Fig. 1: run 1, routed clock nets over the placement
Scale bar: 50 µm.
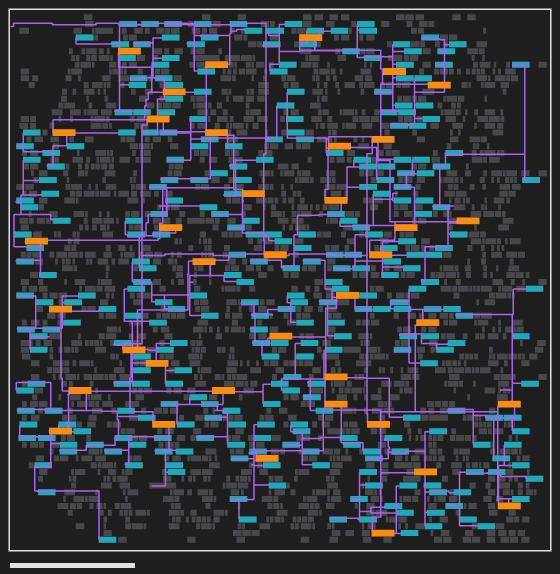
Fig. 2: run 1, where the registers sit
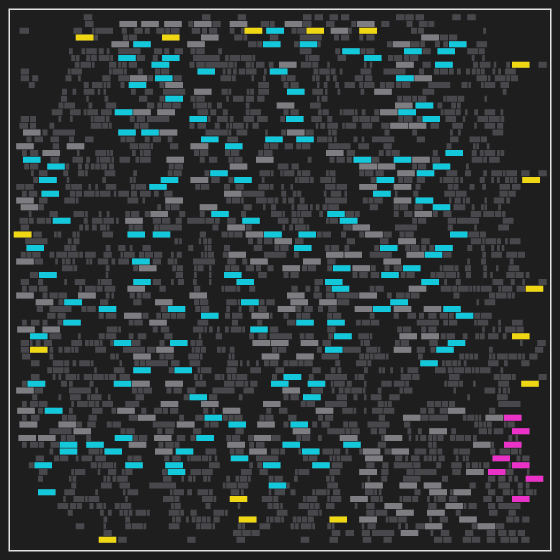
Fig. 3: run 1, cell sizes after repair
Scale bar: 50 µm.
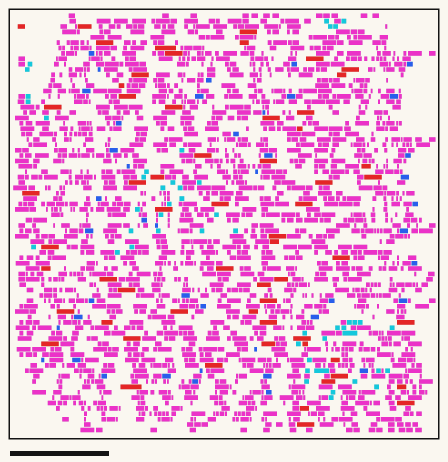
[config.mk]
export PLATFORM = sky130hd
export DESIGN_NAME = pwm_multichannel
export DESIGN_NICKNAME = d
export VERILOG_FILES = /design/src/rtl/pwm_pkg.sv /design/src/rtl/pwm_channel.sv /design/src/rtl/pwm_multichannel.sv
export SDC_FILE = /design/constraint.sdc
export NUM_CORES = 1
export LEC_CHECK = 0
export CAP_MARGIN = 20
export CELL_PAD_IN_SITES_DETAIL_PLACEMENT = 0
export CELL_PAD_IN_SITES_GLOBAL_PLACEMENT = 2
export CORE_UTILIZATION = 39
export CTS_CLUSTER_DIAMETER = 150
export DETAILED_ROUTE_END_ITERATION = 12
export GPL_ROUTABILITY_DRIVEN = 0
export PLACE_DENSITY_LB_ADDON = 0.1
export SLEW_MARGIN = 20
export SYNTH_ARGS = -nofsm -noshare
export SYNTH_HDL_FRONTEND = slang
export SYNTH_HIERARCHICAL = 1
export SYNTH_SLANG_ARGS = --single-unit
[constraint.sdc]
create_clock -name clk -period 3.1 [get_ports clk]
set_input_delay 0.31 -clock clk [delete_from_list [all_inputs] [get_ports clk]]
set_output_delay 0.31 -clock clk [all_outputs]
set_load 0.005 [all_outputs]
[src/rtl/pwm_pkg.sv]
// pwm_pkg: shared constants, per-channel config struct and the output
// compare function for the multi-channel PWM generator.
//   PWM_MAX_W      - widest counter/duty supported (CNT_W must not exceed it)
//   PWM_DUTY_RST   - duty register reset value (zero, i.e. output low)
//   PWM_PERIOD_RST - period register reset value (all-ones, full-range period)
//   pwm_ch_cfg_t   - {en_out, en_pwm, duty} as seen by the compare function
//   pwm_full_code  - legacy 100 % duty code (all-ones of a given width)
//   pwm_next_out   - next value of one channel output
package pwm_pkg;

    localparam int PWM_MAX_W = 32;

    localparam logic [PWM_MAX_W-1:0] PWM_DUTY_RST   = '0;
    localparam logic [PWM_MAX_W-1:0] PWM_PERIOD_RST = '1;

    typedef struct packed {
        logic                 en_out;
        logic                 en_pwm;
        logic [PWM_MAX_W-1:0] duty;
    } pwm_ch_cfg_t;

    // All-ones of 'width' bits, zero-extended to PWM_MAX_W.
    function automatic logic [PWM_MAX_W-1:0] pwm_full_code(input int width);
        logic [PWM_MAX_W-1:0] code;
        code = '0;
        for (int b = 0; b < PWM_MAX_W; b++) begin
            if (b < width) begin
                code[b] = 1'b1;
            end
        end
        return code;
    endfunction

    // Values are zero-extended to PWM_MAX_W so the compare is width-agnostic.
    // A duty above the period, or the legacy all-ones code, means 100 %.
    function automatic logic pwm_next_out(
        input pwm_ch_cfg_t          cfg,
        input logic [PWM_MAX_W-1:0] cnt,
        input logic [PWM_MAX_W-1:0] period,
        input logic [PWM_MAX_W-1:0] full_code
    );
        logic result;
        if (!cfg.en_out) begin
            result = 1'b0;
        end else if (!cfg.en_pwm) begin
            result = 1'b1;
        end else if ((cfg.duty == full_code) || (cfg.duty > period)) begin
            result = 1'b1;
        end else begin
            result = (cnt < cfg.duty);
        end
        return result;
    endfunction

endpackage

[src/rtl/pwm_channel.sv]
// pwm_channel: one PWM output. Holds the duty shadow register, the active
// duty register (reloaded only on a load event) and the registered output.
//   clk, rst_n - clock, synchronous active-low reset
//   wr_en      - write wr_val into the duty shadow
//   wr_val     - duty value to write
//   load       - period boundary or restart: shadow -> active
//   en_out     - 0 forces the output low
//   en_pwm     - 0 (with en_out=1) forces the output high
//   cnt, p_act - shared main counter and active period
//   out        - registered PWM output
module pwm_channel
    import pwm_pkg::*;
#(
    parameter int CNT_W = 8
) (
    input  logic             clk,
    input  logic             rst_n,
    input  logic             wr_en,
    input  logic [CNT_W-1:0] wr_val,
    input  logic             load,
    input  logic             en_out,
    input  logic             en_pwm,
    input  logic [CNT_W-1:0] cnt,
    input  logic [CNT_W-1:0] p_act,
    output logic             out
);

    logic [CNT_W-1:0] duty_sh_q, duty_sh_d;
    logic [CNT_W-1:0] duty_act_q, duty_act_d;
    logic             out_q, out_d;
    pwm_ch_cfg_t      cfg;

    always_comb begin
        duty_sh_d  = wr_en ? wr_val : duty_sh_q;
        // Load takes the shadow as it stood before this edge; a write in the
        // same cycle waits for the next load.
        duty_act_d = load ? duty_sh_q : duty_act_q;

        cfg.en_out = en_out;
        cfg.en_pwm = en_pwm;
        cfg.duty   = PWM_MAX_W'(duty_act_q);
        out_d      = pwm_next_out(cfg, PWM_MAX_W'(cnt), PWM_MAX_W'(p_act),
                                  pwm_full_code(CNT_W));
    end

    always_ff @(posedge clk) begin
        if (!rst_n) begin
            duty_sh_q  <= CNT_W'(PWM_DUTY_RST);
            duty_act_q <= CNT_W'(PWM_DUTY_RST);
            out_q      <= 1'b0;
        end else begin
            duty_sh_q  <= duty_sh_d;
            duty_act_q <= duty_act_d;
            out_q      <= out_d;
        end
    end

    assign out = out_q;

endmodule

[src/rtl/pwm_multichannel.sv]
// pwm_multichannel: NUM_CH-channel PWM generator with a shared prescaler,
// main counter and double-buffered period/duty registers.
//   clk, rst_n   - clock, synchronous active-low reset
//   en_out       - per-channel output enable (0 -> output low)
//   en_pwm       - per-channel PWM enable (0 with en_out=1 -> output high)
//   duty_wr      - duty shadow write strobe, target duty_ch, value duty_val
//   period_wr    - period shadow write strobe, value period_val (cnt runs 0..P)
//   presc        - prescale divisor minus 1 (live, not shadowed)
//   restart      - clear prescaler and counter, force a load event
//   out          - registered PWM outputs
//   period_start - one-cycle pulse on the first output cycle of each period
module pwm_multichannel
    import pwm_pkg::*;
#(
    parameter int NUM_CH  = 16,
    parameter int CNT_W   = 8,
    parameter int PRESC_W = 8,
    parameter int CH_W    = (NUM_CH > 1) ? $clog2(NUM_CH) : 1
) (
    input  logic               clk,
    input  logic               rst_n,
    input  logic [NUM_CH-1:0]  en_out,
    input  logic [NUM_CH-1:0]  en_pwm,
    input  logic               duty_wr,
    input  logic [CH_W-1:0]    duty_ch,
    input  logic [CNT_W-1:0]   duty_val,
    input  logic               period_wr,
    input  logic [CNT_W-1:0]   period_val,
    input  logic [PRESC_W-1:0] presc,
    input  logic               restart,
    output logic [NUM_CH-1:0]  out,
    output logic               period_start
);

    logic [PRESC_W-1:0] pc_q, pc_d;
    logic [CNT_W-1:0]   cnt_q, cnt_d;
    logic [CNT_W-1:0]   p_sh_q, p_sh_d;
    logic [CNT_W-1:0]   p_act_q, p_act_d;
    logic               load_dly_q, load_dly_d;
    logic               period_start_q, period_start_d;
    logic               tick;
    logic               wrap;
    logic               load;

    always_comb begin
        tick = (pc_q == presc);
        wrap = tick && (cnt_q == p_act_q);
        load = wrap || restart;

        // If presc drops below pc, pc simply keeps counting and wraps at
        // all-ones through natural overflow.
        if (restart || tick) begin
            pc_d = '0;
        end else begin
            pc_d = pc_q + 1'b1;
        end

        if (restart || wrap) begin
            cnt_d = '0;
        end else if (tick) begin
            cnt_d = cnt_q + 1'b1;
        end else begin
            cnt_d = cnt_q;
        end

        p_sh_d  = period_wr ? period_val : p_sh_q;
        p_act_d = load ? p_sh_q : p_act_q;

        // cnt is 0 right after a load; the output built from that value
        // appears one edge later, so the pulse is the load delayed twice.
        load_dly_d     = load;
        period_start_d = load_dly_q;
    end

    always_ff @(posedge clk) begin
        if (!rst_n) begin
            pc_q           <= '0;
            cnt_q          <= '0;
            p_sh_q         <= CNT_W'(PWM_PERIOD_RST);
            p_act_q        <= CNT_W'(PWM_PERIOD_RST);
            load_dly_q     <= 1'b0;
            period_start_q <= 1'b0;
        end else begin
            pc_q           <= pc_d;
            cnt_q          <= cnt_d;
            p_sh_q         <= p_sh_d;
            p_act_q        <= p_act_d;
            load_dly_q     <= load_dly_d;
            period_start_q <= period_start_d;
        end
    end

    assign period_start = period_start_q;

    // Out-of-range duty_ch values match no channel and are dropped.
    for (genvar i = 0; i < NUM_CH; i++) begin : g_ch
        logic wr_en;
        assign wr_en = duty_wr && (duty_ch == CH_W'(i));

        pwm_channel #(
            .CNT_W (CNT_W)
        ) u_ch (
            .clk    (clk),
            .rst_n  (rst_n),
            .wr_en  (wr_en),
            .wr_val (duty_val),
            .load   (load),
            .en_out (en_out[i]),
            .en_pwm (en_pwm[i]),
            .cnt    (cnt_q),
            .p_act  (p_act_q),
            .out    (out[i])
        );
    end

endmodule

==> impl_metrics.csv, run 1 <==
group,metric,value,unit
run_status,status,"finished clean",
layout,fin_nets,2338,
clocking,clk_pin_slew,0.06,ns
clocking,cts_root_buf,"clkbuf_16",
die,core-area,45400,µm²
synth,synth_area_per_cell,9.38,µm²
sta,setup_viol,0,
clocking,post_cts_buffers,0,
synth,syn_inst,1911,
job,maxCapViolations,0,
sta,max_freq,0.430,GHz
place,io_buffers,81,
layout,syn2layout_area_growth,16.9,%
critical_path,r2r_cells,7,
clocking,tritoncts,"built",
drt,via_count,13433,
critical_path,endpoint_kind,"flip-flop",
place,dp_hpwl,32100,µm
sta,worst_pin_slew,0.525,ns
grt,antenna_found_initial,2,
clocking,numCtsBuffers,38,
sta,slew_viol_final,0,
grt,grt_overflow,0,
synth,synth_area_leader_cell,"dfxtp_1",
synth,ys_chip_area,17900,µm²
clocking,h-tree-depth,2,
sta,hold_viol,0,
Notes on Fig. 1 above:
[flip-flops] cyan | count: 306
[clock drivers] orange | count: 38
[clock wires] purple | length: 4,790 µm
routed clock nets: 39
clock share of power: 48.6%
worst-skew pair later-pin latency: 0.57 ns
Clk power: 4.45 mW
Worst Skew: 0.0287 ns

Notes on Fig. 2 above:
[`pc_q`] magenta | flops: 8 | where: bottom right
[`g_ch.u_ch/duty_act_q`] cyan | flops: 128 | where: all over the die
[`g_ch.u_ch/out`] yellow | flops: 16 | where: all over the die
Seq. pwr: 4.02 mW
fraction of area in registers: 29.2%

Notes on Fig. 3 above:
[_2 cells] blue | cells: 43 | share: 2.1%
[_3 and _4 cells] cyan | cells: 48 | share: 2.3%
[_6 and larger] red | cells: 60 | share: 2.9%
[_0 and _1 cells] magenta | cells: 1,908 | share: 93%
Setup WS post-layout: 0.774 ns
Post-Layout Inst Area: 21,000 µm²
Non-CTS buffers: 132

==> run 1: cells by family after synthesis <==
kind of cell	after synthesis	share of synthesized area (%)
DFF	306	34.2
xor gates and xnor gates	22	1.07
buffers and inverters	293	6.38
muxes	273	15.2
and+or+nand+nor	534	17.7
adders and majority gates	242	16.9
AOI/OAI and AO/OA	241	8.57
==> run 1: area by class of cell <==
| type | instances | area (µm²) |
|---|---|---|
| timing repair buffer | 132 | 1270 |
| sequential | 306 | 6130 |
| tap | 600 | 751 |
| multi-input combinational | 1312 | 10700 |
| fill | 4499 | 24400 |
| clock buffer | 53 | 1100 |
| inverter | 241 | 910 |
| clock inverter | 15 | 146 |
==> run 1: state kept, by name, summed over array words and instances (netlist names) <==
register / cells
cnt_q: 8
g_ch.u_ch/duty_act_q: 128
g_ch.u_ch/duty_sh_q: 128
g_ch.u_ch/out: 16
load_dly_q: 1
p_act_q: 8
p_sh_q: 8
pc_q: 8
period_start: 1
==> run 1: synth_stat cells (3+ instances only) <==
cell,n
a211oi_1,16
a21o_1,16
a21o_2,16
a21oi_1,102
a221o_1,16
and3_1,5
buf_2,32
clkbuf_1,19
dfxtp_1,306
ha_1,242
inv_1,241
mux2i_1,273
nand2_1,56
nand2b_1,3
nand3_1,40
nand3b_1,4
nand4_1,66
nor2_1,39
nor2b_1,275
nor3_1,22
nor4_2,16
o211ai_1,32
o21ai_0,35
xnor2_1,9
xor2_1,13
==> run 1: where the power goes <==
group          switching, mW  internal [mW]  total (mW)
combinational          0.365          0.317       0.682
clock                   1.81           2.64        4.45
sequential            0.0345           3.99        4.02
==> run 1: path summary, 6_finish.rpt <==
| check | to | from | slack (ns) |
|---|---|---|---|
| max | g_ch[6].u_ch/duty_act_q[7] | p_act_q[2] | 0.77 |
| min | g_ch[11].u_ch/out | rst_n | 0.18 |
| max reg2reg | g_ch[6].u_ch/duty_act_q[7] | p_act_q[2] | 0.77 |
| min reg2reg | period_start | load_dly_q | 0.43 |
==> run 1: metal layers <==
| layer | routed length (µm) | vias up |
|---|---|---|
| li1 | - | 6879 |
| met1 | 24600 | 6343 |
| met2 | 23700 | 151 |
| met3 | 1380 | 56 |
| met4 | 779 | 4 |
| met5 | 27 | - |
==> run 1: critical path, cell delays in order, from the launching register on <==
cell	delay, ns
dfxtp_1	0.34
xor2_1	0.19
nor4_4	0.43
a41oi_1	0.33
inv_6	0.20
buf_12	0.29
mux2i_1	0.26
nor2b_1	0.07
==> run 1: metrics by stage <==
| step | total power, mW | util, % | instance area [µm²] | worst slack, ns |
|---|---|---|---|---|
| floorplan | 4.46 | - | 17900 | 0.659 |
| detailed placement | 4.79 | 43.4 | 19700 | 0.629 |
| finish | 9.15 | 46.2 | 21000 | 0.774 |
| global route | 9.51 | 46.2 | 21000 | 0.694 |
| global placement | 4.79 | 43.4 | 19700 | 0.648 |
| CTS | 9.30 | 46.2 | 21000 | 0.817 |
Fig. 4: run 1, clock nets
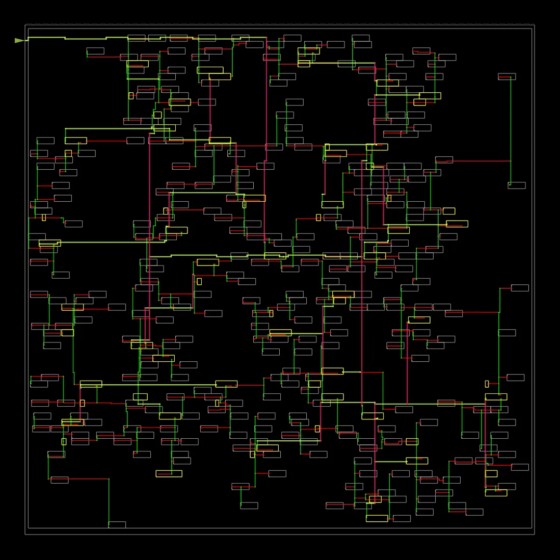

==> inputs of run 2 (changes only) <==
--- a/config.mk
+++ b/config.mk
@@ -8,7 +8,7 @@
 export CAP_MARGIN = 20
 export CELL_PAD_IN_SITES_DETAIL_PLACEMENT = 0
 export CELL_PAD_IN_SITES_GLOBAL_PLACEMENT = 2
-export CORE_UTILIZATION = 39
+export CORE_UTILIZATION = 36
 export CTS_CLUSTER_DIAMETER = 150
 export DETAILED_ROUTE_END_ITERATION = 12
 export GPL_ROUTABILITY_DRIVEN = 0
==> constraint.sdc (replaced) <==
create_clock -name clk -period 1.85 [get_ports clk]
set_input_delay 0.185 -clock clk [delete_from_list [all_inputs] [get_ports clk]]
set_output_delay 0.185 -clock clk [all_outputs]
set_load 0.005 [all_outputs]
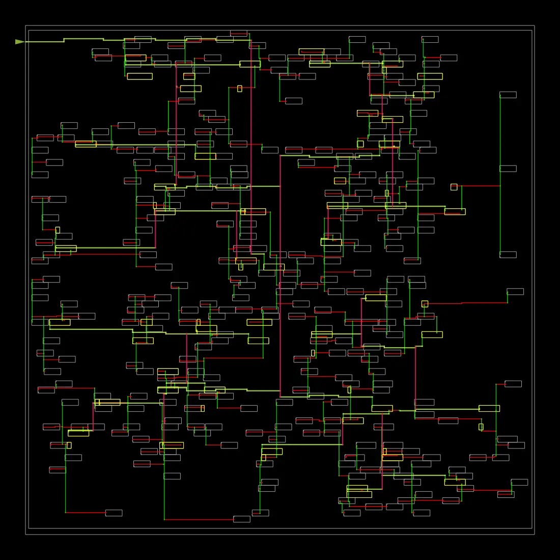
Fig. 5. Clock nets (run 2).
CTS Buf Count: 39
worst-skew pair later-pin latency: 0.55 ns
seq_cells: 306

==> impl_metrics.csv, run 2 <==
group,metric,value,unit
pwr,power,15.9,mW
run_status,failed_checks,"negative setup slack",
sta,fin_worst_skew,0.0181,ns
synth,synth_area_leader_cell,"dfxtp_1",
die,core-area,49100,µm²
layout,final_area,22500,µm²
place,placed_cell_area,20600,µm²
critical_path,endpoint_kind,"flip-flop",
sta,hold_viol,0,
job,maxCapViolations,0,
die,io_pins,82,
die,die_x,225,µm
clocking,h-tree-depth,2,
critical_path,worstReg2RegEnd,"g_ch[9].u_ch/duty_act_q[6]",
synth,synth_area_per_cell,9.38,µm²
synth,ys_chip_area,17900,µm²
worst_hold_path,hp-start,"rst_n",
synth,yosys-top-cells-count,"dfxtp_1 (306), nor2b_1 (275), mux2i_1 (273)",
critical_path,critical_path_class,"reg2reg",
sta,rsz0062_at_grt,"yes",
grt,antenna_found_initial,3,
critical_path,reg2reg_setup_slack,-0.23,ns
drt,via_count,13763,
synth,synth.most_common_cell,"dfxtp_1",
critical_path,r2r-start,"p_act_q[3]",
grt,grt_overflow,0,
sta,slew_viol_final,0,
sta,max_freq,0.480,GHz
sta,setup_viol,131,
sta,worst_pin_slew,0.482,ns
die,chipArea,50700,µm²
critical_path,start_kind,"flip-flop",
sta,setup_ws,-0.235,ns
layout,fin_nets,2420,
clocking,tritoncts,"built",
worst_hold_path,min_to,"g_ch[9].u_ch/duty_act_q[7]",
run_status,status,"complete, but fails checks",
critical_path,r2r_cells,9,
synth,syn_inst,1911,
clocking,clk_pin_slew,0.06,ns
clocking,cts_root_buf,"clkbuf_16",
place,io_buffers,81,
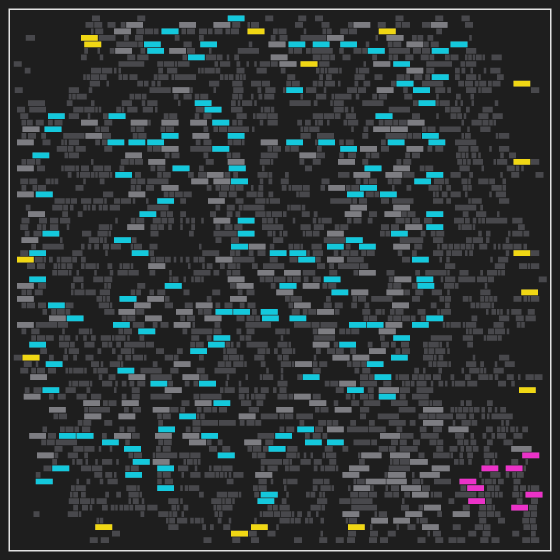
Fig. 6. Where the registers sit (run 2).
[`g_ch.u_ch/out`] yellow | flops: 16 | where: all over the die
[`g_ch.u_ch/duty_act_q`] cyan | flops: 128 | where: all over the die
[`pc_q`] magenta | flops: 8 | where: bottom right
not colored: 154
Storage cell area: 6180 µm²
post-layout util: 45.9%

[run 2: netlist changes by cell type in the layout (fill, tap and decap cells not counted), moves of 13 or more]
cell	change
dfxtp_1	-16
dfxtp_4	+13
buf_4	+39
buf_12	+23
[run 2: where the power goes]
part	internal [mW]	switching (mW)	total [mW]
Clock	4.86	3.03	7.89
Combinational	0.657	0.657	1.31
Sequential	6.66	0.0592	6.72
Total	12.2	3.75	15.9
[run 2: worst max path at each step]
stage	from	to	slack, ns
global route	p_act_q[0]	g_ch[0].u_ch/duty_act_q[5]	-0.35
global placement	presc[2]	g_ch[13].u_ch/duty_act_q[1]	-0.35
floorplan	cnt_q[3]	g_ch[0].u_ch/duty_act_q[0]	-0.18
CTS	p_act_q[3]	g_ch[0].u_ch/duty_act_q[5]	-0.24
detailed placement	presc[4]	g_ch[13].u_ch/duty_act_q[6]	-0.40
finish	p_act_q[3]	g_ch[9].u_ch/duty_act_q[6]	-0.23
[run 2: worst max-delay path: stages (launching register included)]
cell and delay (ns):
dfxtp_4 0.34, xor2_1 0.18, nor4_4 0.35, a41oi_1 0.16, buf_4 0.18, clkinvlp_4 0.09
buf_12 0.17, buf_16 0.19, mux2i_2 0.22, nor2b_1 0.06
[run 2: kinds of logic (layout without fill, tap and decap cells)]
family / after synthesis / after routing / share of synthesized area [%]
fa+ha+maj: 242 / 242 / 16.9
buf+inv: 293 / 523 / 6.38
mux: 273 / 273 / 15.2
compound gates: 241 / 241 / 8.57
other cells: 0 / 2 / 0
simple gates: 534 / 534 / 17.7
xor+xnor: 22 / 22 / 1.07
flops: 306 / 306 / 34.2
[run 2: metal layers]
metal  vias to the layer above  part of all wire [%]  track usage [%]
li1                       7057                     -                -
met1                      6463                    49             28.9
met2                       163                    45             34.1
met3                        78                   3.2             3.21
met4                         2                   2.2             5.44
met5                         -                 0.015                0
[run 2: final cells by class]
class	count	area (µm²)
timing repair buffer	213	2320
fill	4791	26600
clock buffer	52	1100
antenna	2	5.00
sequential	306	6180
multi-input combinational	1312	10900
inverter	241	913
clock inverter	17	218
tap	664	831
[run 2: metrics by stage]
stage | setup slack, ns | hold slack, ns
after floorplan | -0.177 | 0.301
after detailed placement | -0.397 | 0.427
final | -0.235 | 0.0382
after global placement | -0.351 | 0.420
after global routing | -0.353 | 0.0228
after CTS | -0.238 | 0.00917
[run 2: repair_timing]
action                                  CTS  global route
gates resized                            18            68
pin swaps                                 4            53
buffers inserted                          2            10
hold buffers                              0             0
cloned                                    0             3
endpoints found under the setup margin  142           150
==> inputs of run 3 (changes only) <==
--- a/config.mk
+++ b/config.mk
@@ -12,6 +12,7 @@
 export CTS_CLUSTER_DIAMETER = 150
 export DETAILED_ROUTE_END_ITERATION = 12
 export GPL_ROUTABILITY_DRIVEN = 0
+export HOLD_SLACK_MARGIN = 0.06
 export PLACE_DENSITY_LB_ADDON = 0.1
 export SLEW_MARGIN = 20
 export SYNTH_ARGS = -nofsm -noshare
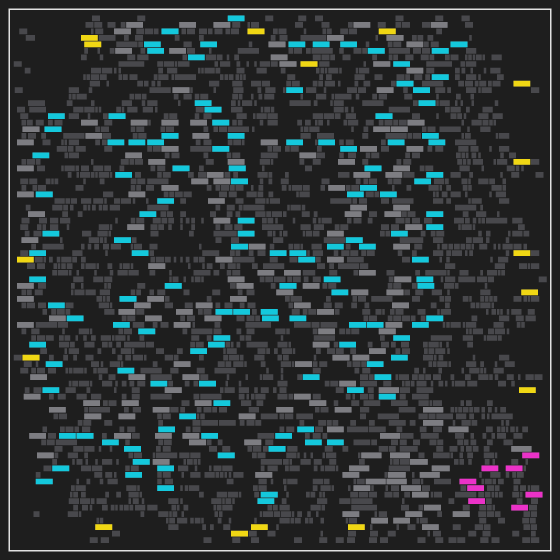
Fig. 7. Where the registers sit (run 3).
[`g_ch.u_ch/duty_act_q`] cyan | flops: 128 | where: all over the die
[`pc_q`] magenta | flops: 8 | where: bottom right
[`g_ch.u_ch/out`] yellow | flops: 16 | where: all over the die
not colored: 154
post-layout util: 45.9%
fraction of area in registers: 27.5%
Seq. pwr: 6.72 mW

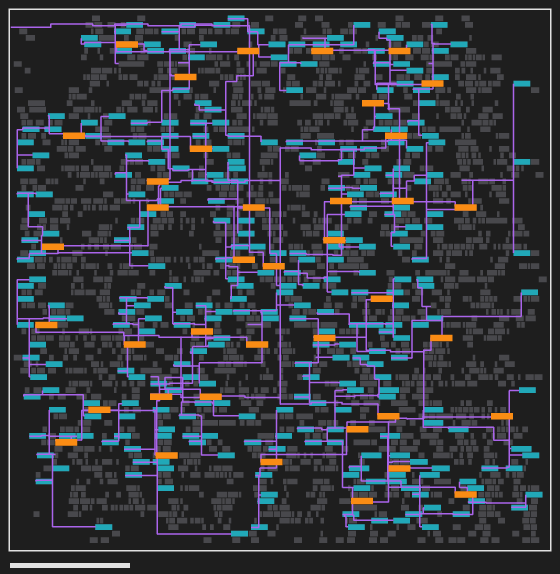
Fig. 8. Routed clock nets over the placement (run 3).
Scale bar: 50 µm.
[clock wires] purple | length: 4,940 µm
[clock drivers] orange | count: 39
[flip-flops] cyan | count: 306
flops lie: all over the die
Worst Skew: 0.0191 ns
Clk power: 7.90 mW

==> impl_metrics.csv, run 3 <==
group,metric,value,unit
sta,worst_pin_slew,0.482,ns
run_status,status,"complete, but fails checks",
job,maxCapViolations,0,
synth,aoi_share,8.57,%
critical_path,critical_path_class,"reg2reg",
clocking,cts_root_buf,"clkbuf_16",
run_status,failed_checks,"negative setup slack",
clocking,h-tree-depth,2,
grt,antenna_found_initial,3,
die,die_x,225,µm
critical_path,reg2reg_setup_slack,-0.24,ns
sta,setup_ws,-0.237,ns
grt,grt_overflow,0,
sta,rsz0062_at_grt,"yes",
synth,ys_chip_area,17900,µm²
synth,mux_share,15.2,%
place,post-place-cells,2721,
synth,ys_sh_xor,1.07,%
die,core-area,49100,µm²
sta,slew_viol_final,0,
sta,max_freq,0.479,GHz
synth,ys_sh_simple,17.7,%
critical_path,r2r_cells,9,
synth,synth_area_per_cell,9.38,µm²
pwr,p_per_area,708,nW/µm²
synth,yosys-top-cells-count,"dfxtp_1 (306), nor2b_1 (275), mux2i_1 (273)",
grt,grt_max_degree,76,
drt,via_count,13770,
critical_path,endpoint,"g_ch[13].u_ch/duty_act_q[6]",
critical_path,r2r-start,"p_act_q[3]",
layout,fin_nets,2421,
clocking,clk_latency,0.55,ns
place,dp_hpwl,36000,µm
clocking,clk_pin_slew,0.06,ns
synth,top_logic_kind,"simple AND/OR/NAND/NOR gates",
synth,synthAdderAreaFrac,16.9,%
critical_path,worstReg2RegEnd,"g_ch[13].u_ch/duty_act_q[6]",
sta,setup_viol,131,
critical_path,cp-startpoint,"p_act_q[3]",
critical_path,start_kind,"flip-flop",
synth,syn_inst,1911,
clocking,tritoncts,"built",
clocking,numCtsBuffers,39,
place,io_buffers,81,
critical_path,endpoint_kind,"flip-flop",
die,io_pins,82,
die,chipArea,50700,µm²
sta,hold_viol,0,
run 3: cell counts after synthesis:
Identical to the previous run, type by type.
run 3: final cells by class:
class,instances,area (µm²)
Fill cell,4791,26500
Multi-Input combinational cell,1312,10900
Sequential cell,306,6180
Timing Repair Buffer,214,2330
Clock buffer,52,1100
Inverter,241,913
Tap cell,664,831
Clock inverter,17,218
Antenna cell,2,5.00
run 3: power breakdown:
part / switching [mW] / total (mW) / internal (mW) / leakage [nW]
combinational: 0.657 / 1.32 / 0.658 / 6.73
clock: 3.04 / 7.90 / 4.86 / 0.643
sequential: 0.0592 / 6.72 / 6.66 / 2.48
run 3: metal layers:
metal	part of all wire [%]	GRT usage (%)	up-vias	routed length, µm
li1	-	-	7061	-
met1	49	28.9	6461	26300
met2	45	34.1	169	24200
met3	3.1	3.21	77	1660
met4	2.2	5.44	2	1190
met5	0.015	0	-	8
run 3: stage by stage:
stage | worst slack (ns) | util [%] | setup TNS (ns) | hold WS (ns) | cell area, µm²
finish | -0.237 | 45.9 | -24.03 | 0.154 | 22500
global route | -0.353 | 45.9 | -37.37 | 0.154 | 22500
floorplan | -0.177 | - | -22.68 | 0.301 | 18000
CTS | -0.238 | 44.9 | -25.16 | 0.123 | 22000
global placement | -0.351 | 42.0 | -46.12 | 0.420 | 20600
detailed placement | -0.397 | 42.0 | -52.52 | 0.427 | 20600
run 3: what timing repair did:
item / 4_1_cts / 5_1_grt
setup buffers: 2 / 10
resized: 18 / 68
hold buffers: 1 / 0
hold endpoints to repair: 18 / 0
gates cloned: 0 / 3
setup endpoints to repair: 142 / 150
pin swaps: 4 / 53
run 3: logic make-up (layout without fill, tap and decap cells):
kind of cell / Yosys count / after routing
AND-OR/OR-AND: 241 / 241
buffers and inverters: 293 / 524
XOR/XNOR: 22 / 22
AND/OR/NAND/NOR: 534 / 534
adder cells (fa/ha/maj): 242 / 242
flip-flops: 306 / 306
multiplexers: 273 / 273
other: 0 / 2
run 3: worst max-delay path, stage by stage (launching register included):
cell	delay, ns
dfxtp_4	0.34
xor2_1	0.18
nor4_4	0.35
a41oi_1	0.16
buf_4	0.18
clkinvlp_4	0.09
buf_12	0.17
buf_12	0.20
mux2i_1	0.21
nor2b_1	0.06
run 3: how the worst min path moves through the flow:
stage	from	to	slack, ns	depth (start not counted)
after detailed placement	load_dly_q	period_start	0.43	1
after floorplan	en_out[0]	g_ch[0].u_ch/out	0.30	2
after global placement	load_dly_q	period_start	0.42	1
after CTS	en_out[5]	g_ch[5].u_ch/out	0.12	3
final	en_out[5]	g_ch[5].u_ch/out	0.15	3
after global routing	en_out[5]	g_ch[5].u_ch/out	0.15	3
No activity file was given, so power comes from the tool's default toggle rates.
